## config.mk

```make
export PLATFORM = sky130hd
export DESIGN_NAME = elastic_pipe_reg
export DESIGN_NICKNAME = d
export VERILOG_FILES = /design/src/rtl/cpu_types_pkg.sv /design/src/rtl/sat_counter.sv /design/src/rtl/elastic_pipe_reg.sv
export SDC_FILE = /design/constraint.sdc
export NUM_CORES = 1
export LEC_CHECK = 0
export ABC_CLOCK_PERIOD_IN_PS = 2090
export CAP_MARGIN = 40
export CORE_MARGIN = 2
export CORE_UTILIZATION = 50
export DETAILED_ROUTE_END_ITERATION = 10
export PLACE_DENSITY = 0.8
export SLEW_MARGIN = 40
export SYNTH_ARGS = -nofsm -noshare
export SYNTH_HDL_FRONTEND = slang
export SYNTH_SLANG_ARGS = --single-unit
export TNS_END_PERCENT = 20
```

## constraint.sdc

```tcl
create_clock -name CLK -period 2.09 [get_ports CLK]
set_input_delay 0.209 -clock CLK [delete_from_list [all_inputs] [get_ports CLK]]
set_output_delay 0.209 -clock CLK [all_outputs]
set_load 0.01 [all_outputs]
```

## src/rtl/cpu_types_pkg.sv

```systemverilog
// Shared CPU types: pipeline register state, common word types and the
// packed stage bundles carried by elastic_pipe_reg at each stage boundary.
package cpu_types_pkg;

  typedef logic [31:0] word_t;
  typedef logic [4:0]  regbits_t;

  typedef enum logic [1:0] {
    EMPTY   = 2'd0,
    FULL    = 2'd1,
    SKIDDED = 2'd2
  } pipe_state_t;

  // Replicated to DATA_W bits wherever a stage is cleared to a bubble.
  localparam logic PIPE_NOP = 1'b0;

  typedef struct packed {
    word_t instr;
    word_t pc;
  } if_id_t;

  typedef struct packed {
    word_t    pc;
    word_t    rdat1;
    word_t    rdat2;
    word_t    imm;
    regbits_t rd;
    logic     regWen;
  } id_ex_t;

  typedef struct packed {
    word_t    aluOut;
    word_t    storeData;
    regbits_t rd;
    logic     memRen;
    logic     memWen;
    logic     regWen;
  } ex_mem_t;

  typedef struct packed {
    word_t    wdat;
    regbits_t rd;
    logic     regWen;
  } mem_wb_t;

  function automatic logic [1:0] state_occupancy(input pipe_state_t s);
    case (s)
      FULL:    state_occupancy = 2'd1;
      SKIDDED: state_occupancy = 2'd2;
      default: state_occupancy = 2'd0;
    endcase
  endfunction

endpackage

```

## src/rtl/sat_counter.sv

```systemverilog
// Saturating up-counter with synchronous clear; clear beats increment.
module sat_counter #(
  parameter int W = 16
) (
  input  logic         CLK,
  input  logic         nRST,
  input  logic         clr,
  input  logic         inc,
  output logic [W-1:0] count
);

  logic [W-1:0] r_count;

  always_ff @(posedge CLK) begin
    if (!nRST) begin
      r_count <= '0;
    end else if (clr) begin
      r_count <= '0;
    end else if (inc && (r_count != {W{1'b1}})) begin
      r_count <= r_count + W'(1);
    end
  end

  assign count = r_count;

endmodule

```

## src/rtl/elastic_pipe_reg.sv

```systemverilog
// Valid/ready inter-stage pipeline register with optional two-entry skid
// buffer, flush-to-bubble and saturating stall/flush activity counters.
module elastic_pipe_reg
  import cpu_types_pkg::*;
#(
  parameter int DATA_W = 32,
  parameter bit SKID   = 1'b1,
  parameter int CNT_W  = 16
) (
  input  logic              CLK,
  input  logic              nRST,
  input  logic              flush,
  input  logic              in_valid,
  output logic              in_ready,
  input  logic [DATA_W-1:0] in_data,
  output logic              out_valid,
  input  logic              out_ready,
  output logic [DATA_W-1:0] out_data,
  input  logic              cnt_clr,
  output logic [CNT_W-1:0]  stall_cnt,
  output logic [CNT_W-1:0]  flush_cnt,
  output logic [1:0]        occupancy
);

  pipe_state_t       r_state;
  pipe_state_t       w_state_nxt;
  logic [DATA_W-1:0] r_main_q;
  logic [DATA_W-1:0] r_skid_q;
  logic [DATA_W-1:0] w_main_nxt;
  logic [DATA_W-1:0] w_skid_nxt;
  logic              w_in_xfer;
  logic              w_out_xfer;
  logic              w_stall_inc;
  logic              w_flush_inc;

  always_ff @(posedge CLK) begin
    if (!nRST) begin
      r_state  <= EMPTY;
      r_main_q <= '0;
      r_skid_q <= '0;
    end else begin
      r_state  <= w_state_nxt;
      r_main_q <= w_main_nxt;
      r_skid_q <= w_skid_nxt;
    end
  end

  assign w_in_xfer  = in_valid & in_ready;
  assign w_out_xfer = out_valid & out_ready;

  // Storage is zeroed on every transition into EMPTY so out_data reads as a NOP.
  always_comb begin
    w_state_nxt = r_state;
    w_main_nxt  = r_main_q;
    w_skid_nxt  = r_skid_q;
    if (flush) begin
      w_state_nxt = EMPTY;
      w_main_nxt  = {DATA_W{PIPE_NOP}};
      w_skid_nxt  = {DATA_W{PIPE_NOP}};
    end else begin
      case (r_state)
        EMPTY: begin
          if (w_in_xfer) begin
            w_state_nxt = FULL;
            w_main_nxt  = in_data;
          end
        end
        FULL: begin
          if (w_in_xfer && w_out_xfer) begin
            w_main_nxt = in_data;
          end else if (w_out_xfer) begin
            w_state_nxt = EMPTY;
            w_main_nxt  = {DATA_W{PIPE_NOP}};
          end else if (w_in_xfer) begin
            w_state_nxt = SKIDDED;
            w_skid_nxt  = in_data;
          end
        end
        SKIDDED: begin
          if (w_out_xfer) begin
            w_state_nxt = FULL;
            w_main_nxt  = r_skid_q;
            w_skid_nxt  = {DATA_W{PIPE_NOP}};
          end
        end
        default: begin
          w_state_nxt = EMPTY;
          w_main_nxt  = {DATA_W{PIPE_NOP}};
          w_skid_nxt  = {DATA_W{PIPE_NOP}};
        end
      endcase
    end
  end

  // With the skid buffer, in_ready comes from registered state only.
  always_comb begin
    out_valid = (r_state != EMPTY);
    out_data  = r_main_q;
    occupancy = state_occupancy(r_state);
    if (SKID) begin
      in_ready = (r_state != SKIDDED);
    end else begin
      in_ready = (r_state == EMPTY) | out_ready;
    end
  end

  assign w_stall_inc = out_valid & ~out_ready & ~flush;
  assign w_flush_inc = flush & out_valid;

  sat_counter #(.W(CNT_W)) u_stall_cnt (
    .CLK   (CLK),
    .nRST  (nRST),
    .clr   (cnt_clr),
    .inc   (w_stall_inc),
    .count (stall_cnt)
  );

  sat_counter #(.W(CNT_W)) u_flush_cnt (
    .CLK   (CLK),
    .nRST  (nRST),
    .clr   (cnt_clr),
    .inc   (w_flush_inc),
    .count (flush_cnt)
  );

endmodule
```

Fig. 1: the clock network
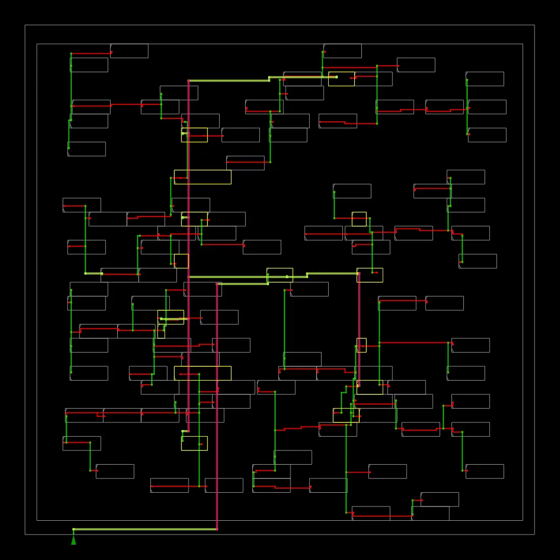
Seq cells: 98
CTS sink cnt: 98
clk_lat worst skew: 0.36 ns
Setup Skew: 0.0131 ns
CTS Buf Count: 9

Fig. 2: routed metal, one color a layer
Two of the layers only.
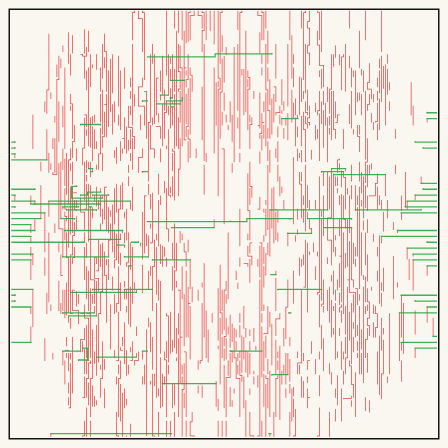
[met2] red | wire length: 5650 um
[met3] green | wire length: 632 um
Detailed Route WL: 11700 um
Vias: 4391
wire length per cell: 15.8 um

Fig. 3: met4 routing
Supply wires on this layer in gray.
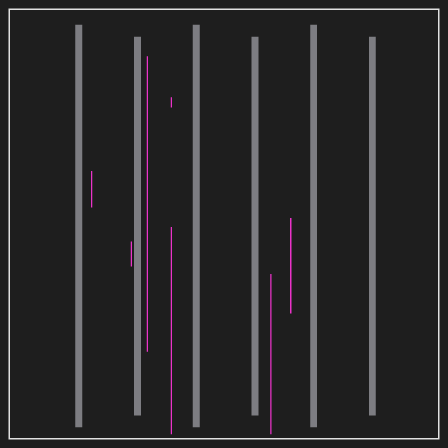
longest straight run: 68.0 um
main direction: vertical
wire length on this layer: 190 um

==> results.yml <==
# yosys + openroad results
worst_setup_path:
  critPathMaxStageDelay_ns: 0.56
  path_class: "reg -> out"
  reg2regPathDepth: 8
  cp-startpoint: "r_state[0]$_SDFFE_PP0P_"
  cp_slowest_cell: "clkdlybuf4s50_1"
  regToRegEndpoint: "out_data[11]$_SDFFE_PP0P_"
  r2r-start: "r_state[1]$_SDFFE_PP0P_"
  rrSetupSlack_ns: 0.23
  critical_path_depth: 2
  path_buffers: 1
  setup.worst_path.end: "occupancy[0]"
  worstPathArrival_ns: 1.71
  end_kind: "output pin"
  startpoint_type: "flip-flop"
  required_ns: 1.88
  path_delay_family: "buffers and inverters"
  crit_chain: "nor2b_2, clkdlybuf4s50_1"
  cp_max_fo: 7
yosys:
  synthDistinctLibCells: 45
  synth_nets: 577
  synthArstFlopShare_pct: 0
  syn_area_per_cell_um2: 8.38
  yosysTopAreaCell: "dfxtp_1"
  netlist.area_leader.share_pct: 43.6
  yosysMostFrequentCell: "nor2_1"
  ys.flops: 98
  edf_count: 0
  ys_cells: 537
  synthFlopType: "dfxtp_1"
  top_cells_by_count: "nor2_1 (125), dfxtp_1 (98), a21oi_1 (45), and3_1 (34), a221oi_1 (32)"
  synthesis.area_um2: 4500
  yosys-stat-area_um2: 4500
  syn_inst: 537
  ys_top_cells_by_area: "dfxtp_1 (44%), nor2_1 (10%), a221oi_1 (6.2%), a21oi_1 (5.0%), and3_1 (4.7%)"
  yosysWarningCount: 0
  ys_seq_share_pct: 43.6
grt:
  globalRoute.totalOverflow: 0
  track_usage_pct: 24.1
  antenna_found_initial: 0
  grt_use_met3_pct: 4.04
  grt.met2_usage_pct: 39.4
  grt_pass1_vias: 4128
  grt_pass1_wl_um: 19600
  grt_max_degree: 66
  top_usage_layer: "met2"
final_timing:
  clock.fmax_mhz: 520
  period_minus_slack_ns: 1.92
  drv_slew: 0
  finalWorstSetupSlack_ns: 0.168
  rsz0062_at_grt: "no"
  finalHoldViolCount: 0
  relSlewSlack_pct: 61.1
  setup_violations: 0
  worst_hold_slack_ns: 0.489
  tns_ns: 0
  tightestPinTransition_ns: 0.584
  fin_crit_sh_pct: 91.9
cells_and_area:
  fin_util_pct: 67.8
  n_all_buffers: 125
  fin_area_um2: 5910
  area_delta_synth_final_pct: 31.4
  seq_area_um2: 1960
  sh_comb_area_pct: 39.8
  n_all_inverters: 5
  sh_seq_area_pct: 33.2
  drive_gt1_share_pct: 7.73
  instances_no_fill: 742
  num-nets-final: 670
  clockNetworkAreaShare_pct: 3.51
  nFillCells: 693
  comb_cells: 391
  nClkBuffers: 10
  buffer_area_share_pct: 20.9
  layout.area.comb_um2: 2350
  largest_cell_class: "logic gates"
  n_antenna_cell: 0
detailed_routing:
  top_layer_used: "met4"
  ant_nets: 0
  drt_iter0_markers: 181
  viasPerCell: 5.92
  drcViolationCount: 0
  first_pass_iters: 5
  met3_length_um: 632
  wl_met1_um: 5210
  wl_met2_um: 5650
power:
  p_seq_mw: 1.92
  vdd_ir_drop_max_v: 0.000304
  pwr-share-seq_pct: 52.4
  power.internal_mw: 2.78
  power.total_mw: 3.66
  clkPwrFrac_pct: 35.5
  p_leak_nw: 2.16
  top_power_group: "registers"
  p_clk_mw: 1.30
  comb_power_mw: 0.445
  netSwitchingFraction_pct: 24.0
  power-per-cell-area_nw_per_um2: 619
  p_sw_mw: 0.880
  combPwrFrac_pct: 12.2
clocking:
  clock_path_buffers: 2
  post-cts-setup-buffers: 0
  ctsHoldBuffers: 0
  clk_pin_slew_ns: 0.09
  cts_tree: "done"
  htreeDepth: 3
  cts_resized: 0
  cts-root-buf: "clkbuf_8"
outcome:
  status: "complete, no violations"
die:
  die_y_um: 98.9
  coreArea_um2: 8720
  floorplanUtilization_pct: 51.6
  chipWidth_um: 98.9
  fp-row-count: 34
  taps: 108
  ios: 106
  chip_area_um2: 9780
place:
  gp_congestion: 0.845
  placedInstanceArea_um2: 5700
  post-place-ws_ns: -0.0166
  hpwlAfterDp_um: 7720
  port_buffers: 105
  dp.cells: 727
job:
  max_cap_violations: 0
  openroad.warnings: 26
worst_hold_path:
  whs_path_depth: 2
  hp-class: "reg -> reg"
  worstHoldStart: "r_skid_q[27]$_SDFFE_PP0P_"
  hold_end: "r_skid_q[27]$_SDFFE_PP0P_"
Fig. 4: signal wires on met1
Supply wires on this layer in gray.
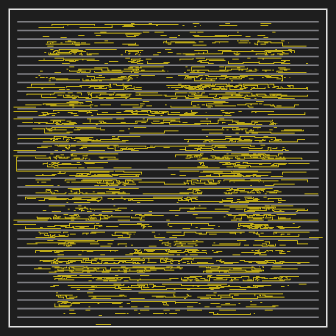
wire length on this layer: 5210 um
main direction: horizontal
GR Util met1: 32.2%

Fig. 5: close-up of the layout
The bar under the picture is 10 um long. Region (34, 34) to (64, 64) um. Cells in gray, sequential cells in the stronger gray; small squares are vias.
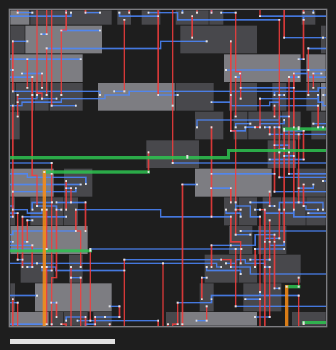
[met2] red
[met3] green
[met4] orange
[met1] blue
most frequent: nor2_1 (14), dfxtp_1 (10), a21oi_1 (6)
netlist names of flops here include: `r_skid_q` (5), `out_data` (2), `r_state` (2)
cells with their middle in the window: 54
sequential cells in the window: 10

## kinds of logic (layout without fill, tap and decap cells)
family	count (synthesis)	count (layout)	synth area share, %
multiplexers	1	1	0.222
AND-OR/OR-AND	123	123	19.0
flip-flops	98	98	43.6
AND/OR/NAND/NOR	239	239	27.0
XOR/XNOR	26	26	5.06
buffers and inverters	48	145	4.59
adder cells (fa/ha/maj)	2	2	0.556
## layout by cell type (no fill, tap or decap), drive strengths merged, types with 5 or more instances in the layout
cell	instances
nor2	125
nand4	13
and4	5
nor4	8
buf	20
a21oi	45
clkdlybuf4s50	105
inv	5
xnor2	23
nor3	10
a221oi	32
a22oi	28
and3	34
nand2	10
nand3	14
clkbuf	10
dfxtp	98
Power is estimated from default activity; no workload was simulated.
